File: config.mk
export PLATFORM = sky130hd
export DESIGN_NAME = signed_minmax_tracker
export DESIGN_NICKNAME = d
export VERILOG_FILES = /design/src/rtl/signed_minmax_tracker.sv
export SDC_FILE = /design/constraint.sdc
export NUM_CORES = 1
export LEC_CHECK = 0
export CORE_MARGIN = 3
export CORE_UTILIZATION = 54
export CTS_CLUSTER_DIAMETER = 40
export DETAILED_ROUTE_END_ITERATION = 7
export PLACE_DENSITY = 0.86
export REMOVE_ABC_BUFFERS = 1
export SLEW_MARGIN = 30
export SYNTH_ARGS = -nofsm -noshare
export SYNTH_HDL_FRONTEND = slang
export SYNTH_SLANG_ARGS = --single-unit
export TNS_END_PERCENT = 5
File: constraint.sdc
create_clock -name clk -period 4.3 [get_ports clk]
set_input_delay 0.645 -clock clk [delete_from_list [all_inputs] [get_ports clk]]
set_output_delay 0.645 -clock clk [all_outputs]
set_load 0.05 [all_outputs]
File: src/rtl/signed_minmax_tracker.sv
// Windowed signed min/max tracker: reports max, min and all-equal once per WINDOW samples.
// Optional MINMAX_IDX_EN adds in-window positions of the first max and first min.
module signed_minmax_tracker #(
  parameter int WIDTH  = 16,
  parameter int WINDOW = 8,
  localparam int CW    = $clog2(WINDOW)
) (
  input  logic             clk,
  input  logic             rst_n,
  input  logic             in_valid,
  output logic             in_ready,
  input  logic [WIDTH-1:0] in_data,
  output logic             out_valid,
  input  logic             out_ready,
  output logic [WIDTH-1:0] out_max,
  output logic [WIDTH-1:0] out_min,
  output logic             out_eq
`ifdef MINMAX_IDX_EN
  ,
  output logic [CW-1:0]    out_max_idx,
  output logic [CW-1:0]    out_min_idx
`endif
);

  typedef enum logic [0:0] {FILL = 1'b0, DONE = 1'b1} state_t;

  state_t           state_q, state_d;
  logic [CW-1:0]    cnt_q, cnt_d;
  logic [WIDTH-1:0] max_q, max_d;
  logic [WIDTH-1:0] min_q, min_d;
  logic             eq_q, eq_d;
`ifdef MINMAX_IDX_EN
  logic [CW-1:0]    max_idx_q, max_idx_d;
  logic [CW-1:0]    min_idx_q, min_idx_d;
`endif

  logic accept_s;
  logic first_s;
  logic last_s;
  logic gt_s;
  logic lt_s;
  logic ne_s;

  assign accept_s = in_valid & in_ready;
  assign first_s  = (cnt_q == {CW{1'b0}});
  assign last_s   = (cnt_q == CW'(WINDOW - 1));

  // Comparator decisions against the running extremes, strictly signed.
  assign gt_s = $signed(in_data) > $signed(max_q);
  assign lt_s = $signed(in_data) < $signed(min_q);
  assign ne_s = (in_data != max_q);

  always_ff @(posedge clk or negedge rst_n) begin
    if (!rst_n) begin
      state_q <= FILL;
    end else begin
      state_q <= state_d;
    end
  end

  always_comb begin
    state_d = state_q;
    case (state_q)
      FILL: begin
        if (accept_s && last_s) begin
          state_d = DONE;
        end else begin
          state_d = FILL;
        end
      end
      DONE: begin
        if (out_ready) begin
          state_d = FILL;
        end else begin
          state_d = DONE;
        end
      end
      default: state_d = FILL;
    endcase
  end

  always_comb begin
    in_ready  = 1'b0;
    out_valid = 1'b0;
    case (state_q)
      FILL: begin
        in_ready  = 1'b1;
        out_valid = 1'b0;
      end
      DONE: begin
        in_ready  = 1'b0;
        out_valid = 1'b1;
      end
      default: begin
        in_ready  = 1'b0;
        out_valid = 1'b0;
      end
    endcase
  end

  always_comb begin
    cnt_d = cnt_q;
    max_d = max_q;
    min_d = min_q;
    eq_d  = eq_q;
`ifdef MINMAX_IDX_EN
    max_idx_d = max_idx_q;
    min_idx_d = min_idx_q;
`endif
    if (accept_s) begin
      if (last_s) begin
        cnt_d = {CW{1'b0}};
      end else begin
        cnt_d = cnt_q + CW'(1);
      end
      if (first_s) begin
        max_d = in_data;
        min_d = in_data;
        eq_d  = 1'b1;
`ifdef MINMAX_IDX_EN
        max_idx_d = cnt_q;
        min_idx_d = cnt_q;
`endif
      end else begin
        // Strict compares: ties keep both the value and the earlier index.
        if (gt_s) begin
          max_d = in_data;
`ifdef MINMAX_IDX_EN
          max_idx_d = cnt_q;
`endif
        end else begin
          max_d = max_q;
        end
        if (lt_s) begin
          min_d = in_data;
`ifdef MINMAX_IDX_EN
          min_idx_d = cnt_q;
`endif
        end else begin
          min_d = min_q;
        end
        if (ne_s) begin
          eq_d = 1'b0;
        end else begin
          eq_d = eq_q;
        end
      end
    end else begin
      cnt_d = cnt_q;
    end
  end

  always_ff @(posedge clk or negedge rst_n) begin
    if (!rst_n) begin
      cnt_q <= {CW{1'b0}};
      max_q <= {WIDTH{1'b0}};
      min_q <= {WIDTH{1'b0}};
      eq_q  <= 1'b0;
`ifdef MINMAX_IDX_EN
      max_idx_q <= {CW{1'b0}};
      min_idx_q <= {CW{1'b0}};
`endif
    end else begin
      cnt_q <= cnt_d;
      max_q <= max_d;
      min_q <= min_d;
      eq_q  <= eq_d;
`ifdef MINMAX_IDX_EN
      max_idx_q <= max_idx_d;
      min_idx_q <= min_idx_d;
`endif
    end
  end

  assign out_max = max_q;
  assign out_min = min_q;
  assign out_eq  = eq_q;
`ifdef MINMAX_IDX_EN
  assign out_max_idx = max_idx_q;
  assign out_min_idx = min_idx_q;
`endif

endmodule

==> report_table.html <==
<p>Metrics extracted from the flow reports.</p>
<table>
<tr><th>Metric</th><th>Value</th></tr>
<tr><th colspan="2">Placement</th></tr>
<tr><td>Placed cell areas</td><td>2910 um^2</td></tr>
<tr><td>HPWL Detailed</td><td>3720 um</td></tr>
<tr><td>Pre-CTS worst setup slack</td><td>roughly 1 ns</td></tr>
<tr><td>Number of placed instances with taps included</td><td>between 300 and 400</td></tr>
<tr><td>Count of port buffers added during placement</td><td>between 50 and 60</td></tr>
<tr><th colspan="2">Final timing</th></tr>
<tr><td>Worst rel slew slack</td><td>approximately 66%</td></tr>
<tr><td>Transition time of the tightest slew-check pin</td><td>0.505 ns</td></tr>
<tr><td>Sum Neg Setup Slack</td><td>0 ns</td></tr>
<tr><td>Final period utilization</td><td>a little over two thirds</td></tr>
<tr><td>Time the final worst path needs with I/O delays and setup</td><td>about 3.0 ns</td></tr>
<tr><td>Finish-stage setup viols</td><td>0</td></tr>
<tr><td>Slew Viols, Final</td><td>0</td></tr>
<tr><th colspan="2">Setup path</th></tr>
<tr><td>Critical path startpoint</td><td>in_data[15]</td></tr>
<tr><td>CP max stage cell</td><td>clkdlybuf4s50_1</td></tr>
<tr><td>Setup slack of the worst register-to-register path</td><td>about 1.8 ns</td></tr>
<tr><td>RR Startpoint</td><td>out_max[15]</td></tr>
<tr><td>Critical path cell sequence</td><td>clkdlybuf4s50_1 &gt; ha_1 &gt; nand4_1 &gt; or2_4 &gt; o41ai_4 &gt; nor2_1 &gt; mux2_4 &gt; mux2_4</td></tr>
<tr><td>Arrival @ worst endpoint</td><td>3.16 ns</td></tr>
<tr><td>R2R Path End</td><td>out_max[6]</td></tr>
<tr><td>Endpoint class of the critical path</td><td>flop</td></tr>
<tr><td>Number of buffer and inverter instances along the worst setup path</td><td>1</td></tr>
<tr><td>Required time worst endpoint</td><td>approximately 4.5 ns</td></tr>
<tr><td>Cell repeated most along the worst path</td><td>mux2_4</td></tr>
<tr><td>Setup CP Type</td><td>in2reg</td></tr>
<tr><th colspan="2">Synthesis</th></tr>
<tr><td>Share of flip-flops with an asynchronous set or reset</td><td>100%</td></tr>
<tr><td>Synth Area in Simple Gates</td><td>6.69%</td></tr>
<tr><td>Area contributors post-synth</td><td>dfrtp_1, ha_1, mux2_2</td></tr>
<tr><td>Post-synth EDFFs</td><td>0</td></tr>
<tr><td>Adders+Majority by Area</td><td>between 10% and 20%</td></tr>
<tr><td>Average footprint of a synthesized cell</td><td>11.3 um^2</td></tr>
<tr><td>YS chip area</td><td>roughly 2300 um^2</td></tr>
<tr><td>Main logic family after synthesis</td><td>multiplexers</td></tr>
<tr><td>Mux area share</td><td>a little under a fifth</td></tr>
<tr><td>Flip-flop cell with the highest count after synthesis</td><td>dfrtp_1</td></tr>
<tr><td>Total standard cell area after synthesis</td><td>2320 um^2</td></tr>
<tr><td>Share of synthesized area occupied by flip-flops and latches</td><td>approximately two fifths</td></tr>
<tr><td>Ys flops</td><td>37</td></tr>
<tr><td>Number of cells in Yosys stat</td><td>about 210</td></tr>
<tr><td>Cells after synthesis</td><td>about 200</td></tr>
<tr><td>Xor/xnor share of the synthesized area</td><td>0%</td></tr>
<tr><td>Share of the synthesized area in the top cell type</td><td>between 30% and 40%</td></tr>
<tr><th colspan="2">Clock network</th></tr>
<tr><td>H-Tree Depth</td><td>2</td></tr>
<tr><td># Post-CTS Setup Buffers</td><td>0</td></tr>
<tr><td>Number of CTS-inserted buffers</td><td>5</td></tr>
<tr><td>Gates resized, CTS repair</td><td>0</td></tr>
<tr><td>Number of buffers between clock root and the deepest sink</td><td>2</td></tr>
<tr><td># hold bufs at CTS</td><td>0</td></tr>
<tr><td># clock sinks</td><td>37</td></tr>
<tr><td>Clock root buffer</td><td>clkbuf_8</td></tr>
<tr><th colspan="2">Outcome</th></tr>
<tr><td>Result of the run</td><td>finished, final reports clean</td></tr>
<tr><th colspan="2">Floorplan</th></tr>
<tr><td>Chip Footprint</td><td>just over 5000 um^2</td></tr>
<tr><td>Placement row count</td><td>23</td></tr>
<tr><td>Number of tap cells inserted</td><td>about 50</td></tr>
<tr><td>I/O pin count</td><td>about 55</td></tr>
<tr><th colspan="2">Cells and area</th></tr>
<tr><td>Biggest Area Class</td><td>logic gates</td></tr>
<tr><td>Count of non-CTS buffers in the layout</td><td>roughly 56</td></tr>
<tr><td>Filler cell count</td><td>between 200 and 300</td></tr>
<tr><td>Nets@finish</td><td>between 300 and 400</td></tr>
<tr><td>Buffering overhead</td><td>a little under a fifth</td></tr>
<tr><td>#MultiIn Comb</td><td>between 100 and 150</td></tr>
<tr><td>Comb gate area</td><td>approximately 1200 um^2</td></tr>
<tr><td>Area Overhead vs Synth</td><td>29.4%</td></tr>
<tr><td>Non-Filler Instances</td><td>between 300 and 400</td></tr>
<tr><td>Sequential fraction of total cell area</td><td>just over 30%</td></tr>
<tr><td>Logic share of the area</td><td>around two fifths</td></tr>
<tr><td>Fraction of layout instances using a drive strength above 1</td><td>between 10% and 20%</td></tr>
<tr><td>Ant. Diodes</td><td>0</td></tr>
<tr><td>Number of clock buffers in the layout</td><td>7</td></tr>
<tr><td>Dominant logic cell types in the final layout</td><td>clkdlybuf4s50_1, inv_1, dfrtp_1</td></tr>
<tr><td>Inverter count of the layout excluding clock inverters</td><td>37</td></tr>
<tr><th colspan="2">GRT</th></tr>
<tr><td>Largest net degree at the start of global routing</td><td>38</td></tr>
<tr><td>Global-route wire length before repair</td><td>~8600 um</td></tr>
<tr><td>Vias in the first global route</td><td>approximately 1.9k</td></tr>
<tr><th colspan="2">Drt</th></tr>
<tr><td>Met3 wire len</td><td>242 um</td></tr>
<tr><td>Iteration count of the initial detailed-routing pass</td><td>4</td></tr>
<tr><td>Top layer reached by signal wires</td><td>met4</td></tr>
<tr><td>Final ANT Viol Nets</td><td>0</td></tr>
<tr><td>Detailed-route vias per instance</td><td>5.54</td></tr>
<tr><td>Total routed wire length on the met1 layer</td><td>2120 um</td></tr>
<tr><td>DRC violations left</td><td>0</td></tr>
<tr><th colspan="2">Worst hold path</th></tr>
<tr><td>Hold path startpoint</td><td>out_min[0]</td></tr>
<tr><td>Worst hold path endpoint</td><td>out_min[0]</td></tr>
<tr><td>Hold WC Path Type</td><td>reg2reg</td></tr>
</table>
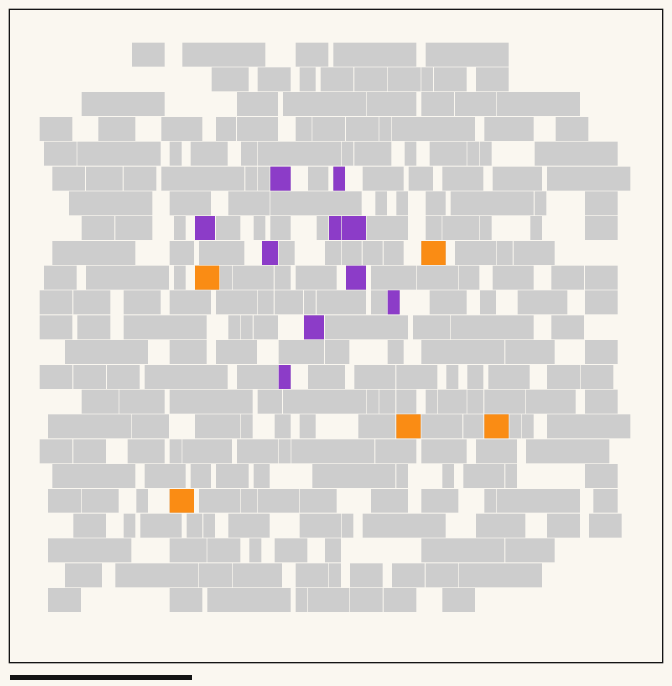
**Above:** gate-type map.
The bar under the picture is 20 um long.
color	family	cells	most used
purple	NOR gates	10	nor2_1
orange	AND-OR and OR-AND gates	5	a21o_1

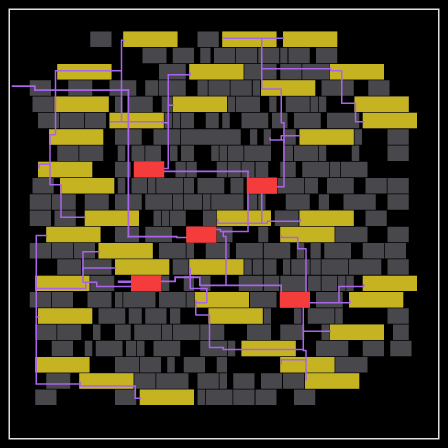
**Above:** clock distribution.
[red] cells driving clock nets | count: 5
[purple] clock wires | length: 497 um
[yellow] flip-flops | count: 37
routed clock nets	6
insertion delay to the later sink of the worst-skew pair: 0.28 ns
setup clock skew after layout: 0.00443 ns

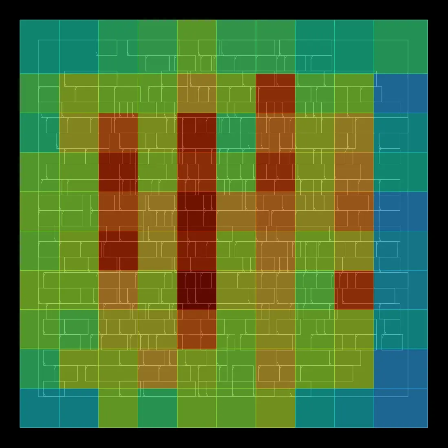
**Above:** routing congestion.
met1 routing resource usage after global routing: 26.6%
end-of-flow core utilization: 73.9%
GR Util met2: 36.5%
busiest layer in global routing: met2
Overall Global Routing Usage: 21.2%

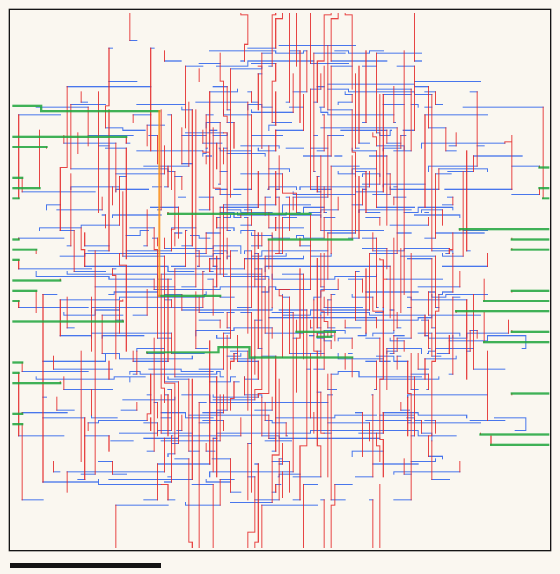
**Above:** routed metal, one color a layer.
The bar under the picture is 20 um long.
color	layer	wire length
red	met2	2,500 um
blue	met1	2,120 um
orange	met4	24.5 um
green	met3	242 um
final wirelength: 4880 um
number of vias in the routed layout: 1,746
final routed wire length divided by cell count: 15.5 um

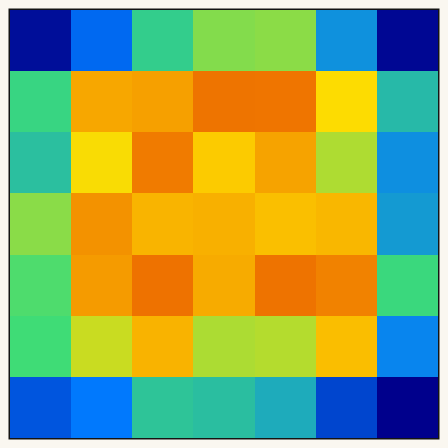
**Above:** cell density map.
The die is cut into 7 by 7 equal tiles; dark blue is low, red is high, 0 to 100% covered.
fullest tile	87%
tiles over 75% full	39%
emptiest ninth of the die	south-east
Core Area: 4060 um^2
initial cell density of the core: 57.1%

